Design uart_tx_core, sky130hd; sources not shown.
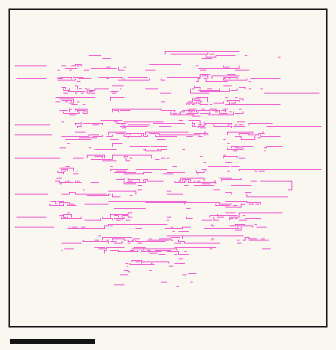
**Above:** run 1 (signal wires on met1).
The bar under the picture is 20 um long.
main direction = horizontal
share of all routed wire = 45%
nets with wire on the layer = 233
longest straight run = 19.3 um
wire length on this layer = 1,380 um
WL final: 3.03 mm
met1 Use GR: 0.147
total number of vias: 1,340

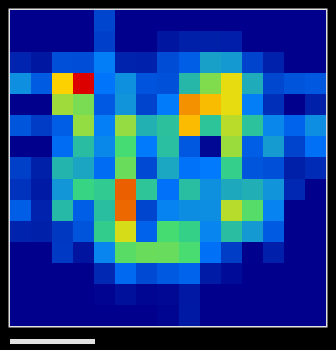
**Above:** run 1 (routed metal per tile).
The bar under the picture is 20 um long. 15 x 15 tiles, from dark blue (low) to red (high), scaled to the fullest tile. Values are wire area over tile area, all layers added.
nearly empty tiles = 34%
fullest tile = 0.43
emptiest ninth of the die = bottom right
mean over tiles = 0.085
tiles over half the peak = 12%
densest ninth of the die = middle
post-DR wirelength/cell: 10.7 um
Tot GR Track Use: 0.124

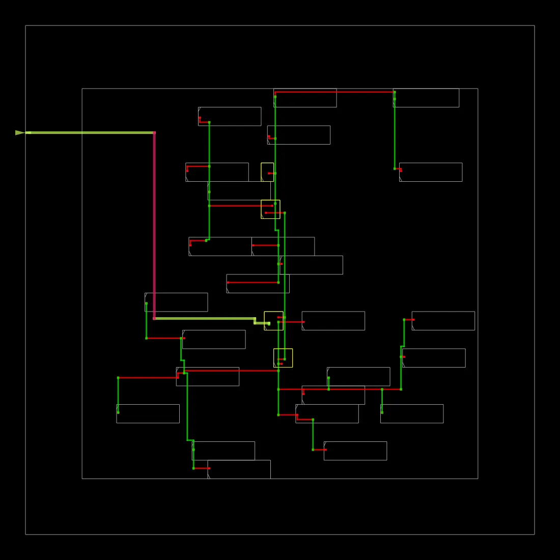
**Above:** run 1 (clock nets).
Clock buffer cells: 3
Clk power: 0.189 mW
worst skew pair latency: 320 ps

==> flow_summary_export.csv, run 1 <==
group,metric,value,unit
routing,drt_iter0_markers,43,
die,core_util_floorplan,0.476,
logic_synthesis,yosys-top-cells-count,"nand2_1, inv_1, nor2_1",
finish,finalNetCount,254,
final_timing,fmax,0.451,GHz
clocking,path_clk_slew,140,ps
routing,dr.pass1.iters,5,
logic_synthesis,top_area_cell,"dfrtp_1",
finish,fin_area,1790,um^2
clocking,cts_tree,"done",
die,rows,21,
flow_run,warning_count,26,
grt,grt_max_degree,26,
logic_synthesis,avgSynthCellArea,7.26,um^2
logic_synthesis,top_cells_by_area,"dfrtp_1, nand2_1, nand3_1",
logic_synthesis,synth_top_area_share,0.381,
final_timing,rsz0062_at_grt,"false",
final_timing,min_period,2220,ps
logic_synthesis,synth_area,1580,um^2
clocking,cts_hold_buf,0,
logic_synthesis,synthFlopType,"dfrtp_1",
clocking,post_cts_buffers,0,
die,die_width,74.5,um
logic_synthesis,synth.yosys.warnings,0,
logic_synthesis,yosysUniqueCellTypes,27,
clocking,root_buffer,"clkbuf_4",
logic_synthesis,ys_cells,217,
grt,antenna_found_initial,0,
critical_path,cp.arrival,1620,ps
finish,logic_area,781,um^2
critical_path,crit_chain,"ha_1 -> nand2_1 -> nor2_4 -> nand3_4 -> a21oi_1 -> clkbuf_2",
routing,avgViaCountPerCell,4.75,
placement,dpl-instance-area,1770,um^2
finish,drive_gt1_frac,0.123,
final_timing,slew_headroom,0.788,
die,dieArea,5550,um^2
power,p_per_area,906,nW/um^2
grt,globalRoute.totalOverflow,0,
worst_hold_path,holdPathStages,1,
critical_path,critPathKind,"flop to primary output",
logic_synthesis,async_reset_ff_frac,1.00,
critical_path,cp-end-kind,"primary output",
placement,portBuffers,17,
routing,drc,0,
critical_path,start_kind,"flop",
critical_path,path_max_fanout,5,
grt,grt_pass1_wl,5.44,mm
power,leakage,0.952,nW
critical_path,worst-path-stages,6,
power,ir_drop,271,uV
die,dieHeight,74.5,um
flow_run,cap_violations,0,
final_timing,period_used_share,0.924,
clocking,numCtsBuffers,3,
final_timing,finalSetupViolCount,0,
clocking,cts_buffer_depth,2,
final_timing,fin_skew,8.04,ps
logic_synthesis,fp_nets,234,
final_timing,slew_viol_final,0,
die,ios,18,
clocking,cts_htree_levels,1,
worst_hold_path,min_path_type,"flop to flop",
finish,fill_cells,345,
logic_synthesis,ys_ff,25,
logic_synthesis,ys_seq_share,0.398,
die,design.core.area,3310,um^2
critical_path,cp.required,1800,ps
final_timing,fin_tns_setup,0,ps
critical_path,r2r_cells,10,
finish,largest_register_ffs,8,
final_timing,worst_slew_pin_slew,317,ps
status,status,"finished, final reports clean",
final_timing,fin_ws,183,ps
final_timing,finalHoldViolations,0,
clocking,clock-sinks,25,
critical_path,cpPeakStageDelay,400,ps
finish,diodes,0,
logic_synthesis,yosys_area,1580,um^2
critical_path,slowest_stage,"dfrtp_1",
logic_synthesis,most_common_cell,"nand2_1",
finish,area_delta_synth_final,13.7,%
critical_path,path_buffers,1,
grt,grt_pass1_vias,1316,
power,finalPower,1.62,mW
placement,dpl_worst_slack,44.6,ps
routing,drtAntennaViolNets,0,
critical_path,cp_top_family,"flip-flops",
placement,dp_hpwl,2.44,mm
logic_synthesis,synth_cells,217,
critical_path,r2r_setup_slack,680,ps
finish,fin_util,0.541,
finish,seq_area,627,um^2
logic_synthesis,edf_count,0,
run 1: cell families after synthesis:
| kind of cell | Yosys count | synth area share |
|---|---|---|
| simple gates | 133 | 0.388 |
| buf+inv | 36 | 0.106 |
| flops | 25 | 0.398 |
| compound gates | 14 | 0.0500 |
| xor+xnor | 6 | 0.0334 |
| fa+ha+maj | 3 | 0.0238 |
run 1: area by class of cell:
type | instances | share of cell area
Multi-Input combinational cell | 156 | 0.436
Sequential cell | 25 | 0.350
Timing Repair Buffer | 18 | 0.0950
Inverter | 33 | 0.0719
Tap cell | 46 | 0.0321
Clock buffer | 3 | 0.0126
Clock inverter | 1 | 0.00279
run 1: layout by cell type, fill, tap and decap left out, drive strengths merged, types with 2 or more instances in the layout:
master         Yosys  routed
clkbuf             0       5
clkdlybuf4s50      0      14
nor2              29      29
xor2               4       4
xnor2              2       2
o21ai              8       8
nor3               2       2
ha                 3       3
dfrtp             24      24
inv               33      33
a21oi              3       3
nand3             26      26
nand2             76      76
a31oi              2       2
run 1: routing by layer:
metal | up-vias | wire [um] | GRT usage
met2 | 26 | 1530 | 0.212
met3 | 2 | 94 | 0.0229
met4 | 0 | 27 | 0.0522
met5 | - | 0 | 0
met1 | 600 | 1380 | 0.147
li1 | 712 | - | -
run 1: through the flow:
step	instances	hold slack [ps]
6_report	282	473
5_1_grt	282	494
4_1_cts	282	471
3_5_place_dp	278	451
3_3_place_gp	278	444
2_1_floorplan	217	433
run 1: timing repair:
action	4_1_cts	5_1_grt
resized	2	5
setup endpoints to repair	2	3
hold endpoints to repair	0	0
run 1: power by group:
part	total (mW)	switching, mW	leakage [nW]	internal, mW
registers	0.686	0.106	0.318	0.581
clock network	0.189	0.127	0.0177	0.0623
logic	0.747	0.462	0.616	0.285
total	1.62	0.695	0.952	0.928
**Run 1: where the registers sit**

The bar under the picture is 20 um long.
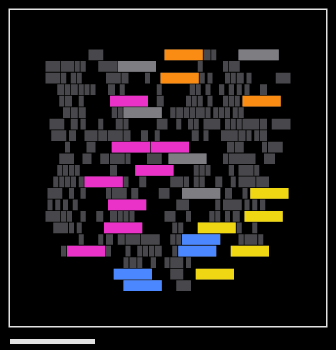

--- run 2 (diff from run 1) ---
--- a/config.mk
+++ b/config.mk
@@ -6,8 +6,9 @@
 export NUM_CORES = 1
 export LEC_CHECK = 0
 export ABC_AREA = 1
-export CORE_MARGIN = 8
-export CORE_UTILIZATION = 46
+export CELL_PAD_IN_SITES_DETAIL_PLACEMENT = 1
+export CELL_PAD_IN_SITES_GLOBAL_PLACEMENT = 1
+export CORE_UTILIZATION = 40
 export CTS_CLUSTER_DIAMETER = 40
 export CTS_CLUSTER_SIZE = 40
 export DETAILED_ROUTE_END_ITERATION = 10
==> constraint.sdc (replaced) <==
create_clock -name tx_clk -period 2.51 [get_ports tx_clk]
set_input_delay 0.6275 -clock tx_clk [delete_from_list [all_inputs] [get_ports tx_clk]]
set_output_delay 0.6275 -clock tx_clk [all_outputs]
set_load 0.02 [all_outputs]
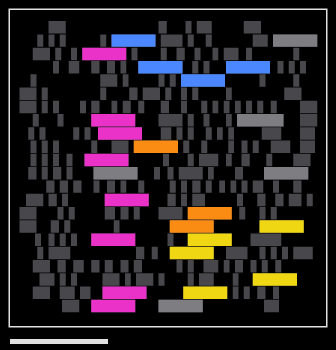
**Above:** run 2 (where the registers sit).
The bar under the picture is 20 um long.
orange -> r_state  # placed flops 3
blue -> r_bit_idx  # placed flops 4, where top middle
yellow -> u_baud.r_cnt  # placed flops 5
magenta -> r_shift  # placed flops 8
not coloured = 5
sequential share of cell area: 0.345
fin util: 0.489
power in sequential cells: 0.664 mW
register area: 627 um^2

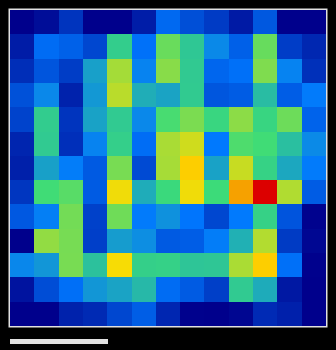
**Above:** run 2 (routed metal per tile).
The bar under the picture is 20 um long. 13 x 13 tiles, from dark blue (low) to red (high), scaled to the fullest tile. Values are wire area over tile area, all layers added.
nearly empty tiles = 9.5%
mean over tiles = 0.13
emptiest ninth of the die = top left
fullest tile = 0.43
WL final: 3.60 mm
total number of vias: 1,396
Tot GR Track Use: 0.197
post-DR wirelength/cell: 12.7 um

==> flow_summary_export.csv, run 2 <==
group,metric,value,unit
critical_path,cp_top_family,"simple AND/OR/NAND/NOR gates",
power,internal-power,0.946,mW
clocking,path_clk_slew,80,ps
power,combinationalPowerShare,0.450,
placement,portBuffers,17,
power,clockPowerShare,0.147,
routing,drt_iter0_markers,56,
logic_synthesis,ys_cells,217,
clocking,clock-sinks,25,
critical_path,cp-end-kind,"primary output",
routing,dr.pass1.iters,4,
clocking,cts_htree_levels,1,
logic_synthesis,synth.yosys.warnings,0,
die,core_util_floorplan,0.424,
final_timing,period_used_share,0.954,
finish,area_delta_synth_final,15.3,%
critical_path,path_buffers,1,
logic_synthesis,avgSynthCellArea,7.26,um^2
logic_synthesis,synth_cells,217,
final_timing,rsz0062_at_grt,"false",
die,rows,22,
routing,avgViaCountPerCell,4.92,
power,leakage,0.955,nW
grt,antenna_found_initial,0,
routing,drc,0,
logic_synthesis,most_common_cell,"nand2_1",
logic_synthesis,synth_top_area_share,0.381,
die,dieArea,4190,um^2
clocking,post_cts_buffers,0,
critical_path,cpPeakStageDelay,380,ps
logic_synthesis,yosys-top-cells-count,"nand2_1, inv_1, nor2_1",
power,ir_drop,243,uV
logic_synthesis,edf_count,0,
critical_path,cp.required,1880,ps
final_timing,min_period,2390,ps
clocking,numCtsBuffers,3,
grt,grt_pass1_vias,1454,
placement,dp_hpwl,2.87,mm
logic_synthesis,yosysUniqueCellTypes,27,
final_timing,fin_tns_setup,0,ps
power,swShare,0.426,
worst_hold_path,holdPathStages,1,
final_timing,worst_slew_pin_slew,488,ps
status,status,"finished, final reports clean",
critical_path,slowest_stage,"dfrtp_1",
critical_path,critPathKind,"flop to primary output",
finish,diodes,0,
finish,drive_gt1_frac,0.110,
finish,lay_top_count,"nand2_1",
logic_synthesis,top_area_cell,"dfrtp_1",
finish,largest_register_ffs,8,
critical_path,r2r_setup_slack,730,ps
final_timing,fin_skew,9.38,ps
critical_path,worst-path-stages,6,
clocking,cts_buffer_depth,2,
routing,drtAntennaViolNets,0,
critical_path,crit_chain,"ha_1 -> nand2_1 -> nor2_4 -> nand3_4 -> a21oi_1 -> dlygate4sd2_1",
logic_synthesis,ys_seq_share,0.398,
critical_path,r2r_cells,10,
worst_hold_path,min_path_type,"flop to flop",
clocking,clock_latency,270,ps
grt,globalRoute.totalOverflow,0,
logic_synthesis,fp_nets,234,
power,seqPwrFrac,0.403,
final_timing,slew_headroom,0.674,
final_timing,slew_viol_final,0,
logic_synthesis,async_reset_ff_frac,1.00,
power,p_switching,0.702,mW
clocking,root_buffer,"clkbuf_8",
die,dieHeight,64.8,um
logic_synthesis,yosys_area,1580,um^2
grt,grt_pass1_wl,6.39,mm
die,design.core.area,3720,um^2
critical_path,cp.arrival,1770,ps
finish,mostFrequentLayoutCells,"nand2_1, nor2_1, inv_1, dfrtp_1, nand3_1",
finish,finalNetCount,254,
logic_synthesis,synth_area,1580,um^2
power,p_per_area,907,nW/um^2
clocking,cts_tree,"done",
final_timing,finalHoldViolations,0,
critical_path,start_kind,"flop",
die,die_width,64.8,um
logic_synthesis,synthFlopType,"dfrtp_1",
grt,grt_max_degree,17,
logic_synthesis,top_cells_by_area,"dfrtp_1, nand2_1, nand3_1",
die,ios,18,
flow_run,warning_count,26,
critical_path,path_max_fanout,5,
flow_run,cap_violations,0,
logic_synthesis,ys_ff,25,
final_timing,finalSetupViolCount,0,
final_timing,fmax,0.418,GHz
==> run 2: cell count changes in the layout (fill, tap and decap cells not counted), moves of 2 or more <==
cell           change
clkbuf_4           -3
clkbuf_2           -2
clkbuf_8           +3
dlygate4sd2_1      +2
==> run 2: kinds of logic after synthesis <==
kind of cell | Yosys count | synth area share
buffers and inverters | 36 | 0.106
AOI/OAI and AO/OA | 14 | 0.0500
xor gates and xnor gates | 6 | 0.0334
and+or+nand+nor | 133 | 0.388
adders and majority gates | 3 | 0.0238
DFF | 25 | 0.398
==> run 2: per-stage QoR <==
step / setup WS (ps) / cell area (um^2) / hold slack (ps) / instances / power [mW]
after CTS: 116 / 1820 / 484 / 284 / 1.67
final: 116 / 1820 / 477 / 284 / 1.65
after detailed placement: 70.1 / 1770 / 472 / 280 / 1.43
after floorplan: 626 / 1580 / 433 / 217 / 1.23
after global placement: 104 / 1770 / 445 / 280 / 1.38
after global routing: 29.7 / 1820 / 500 / 284 / 1.79
==> run 2: cell type report <==
type                       instances  area (um^2)
inverter                          33          129
fill                             498         1900
clock buffer                       4         45.0
timing repair buffer              18          175
sequential                        25          627
tap                               48         60.1
multi-input combinational        156          781
==> run 2: metal layers <==
metal,GRT usage,up-vias,routed length (um)
met5,0,-,0
met4,0.0583,0,53
met2,0.362,21,1850
met1,0.241,661,1630
li1,-,709,-
met3,0.0158,5,61
==> run 2: timing repair <==
action | 4_1_cts | 5_1_grt
setup endpoints to repair | 2 | 0
hold buffers | 0 | 0
gates resized | 2 | 0
==> run 2: power by group through the flow <==
stage,Combinational [mW],Clock (mW),Sequential (mW)
global placement,0.719,0,0.660
CTS,0.757,0.245,0.664
detailed placement,0.756,0,0.672
finish,0.741,0.242,0.664
global route,0.848,0.259,0.685
floorplan,0.580,0,0.651
Power figures rest on the tool's default switching activity, not on a simulated workload.
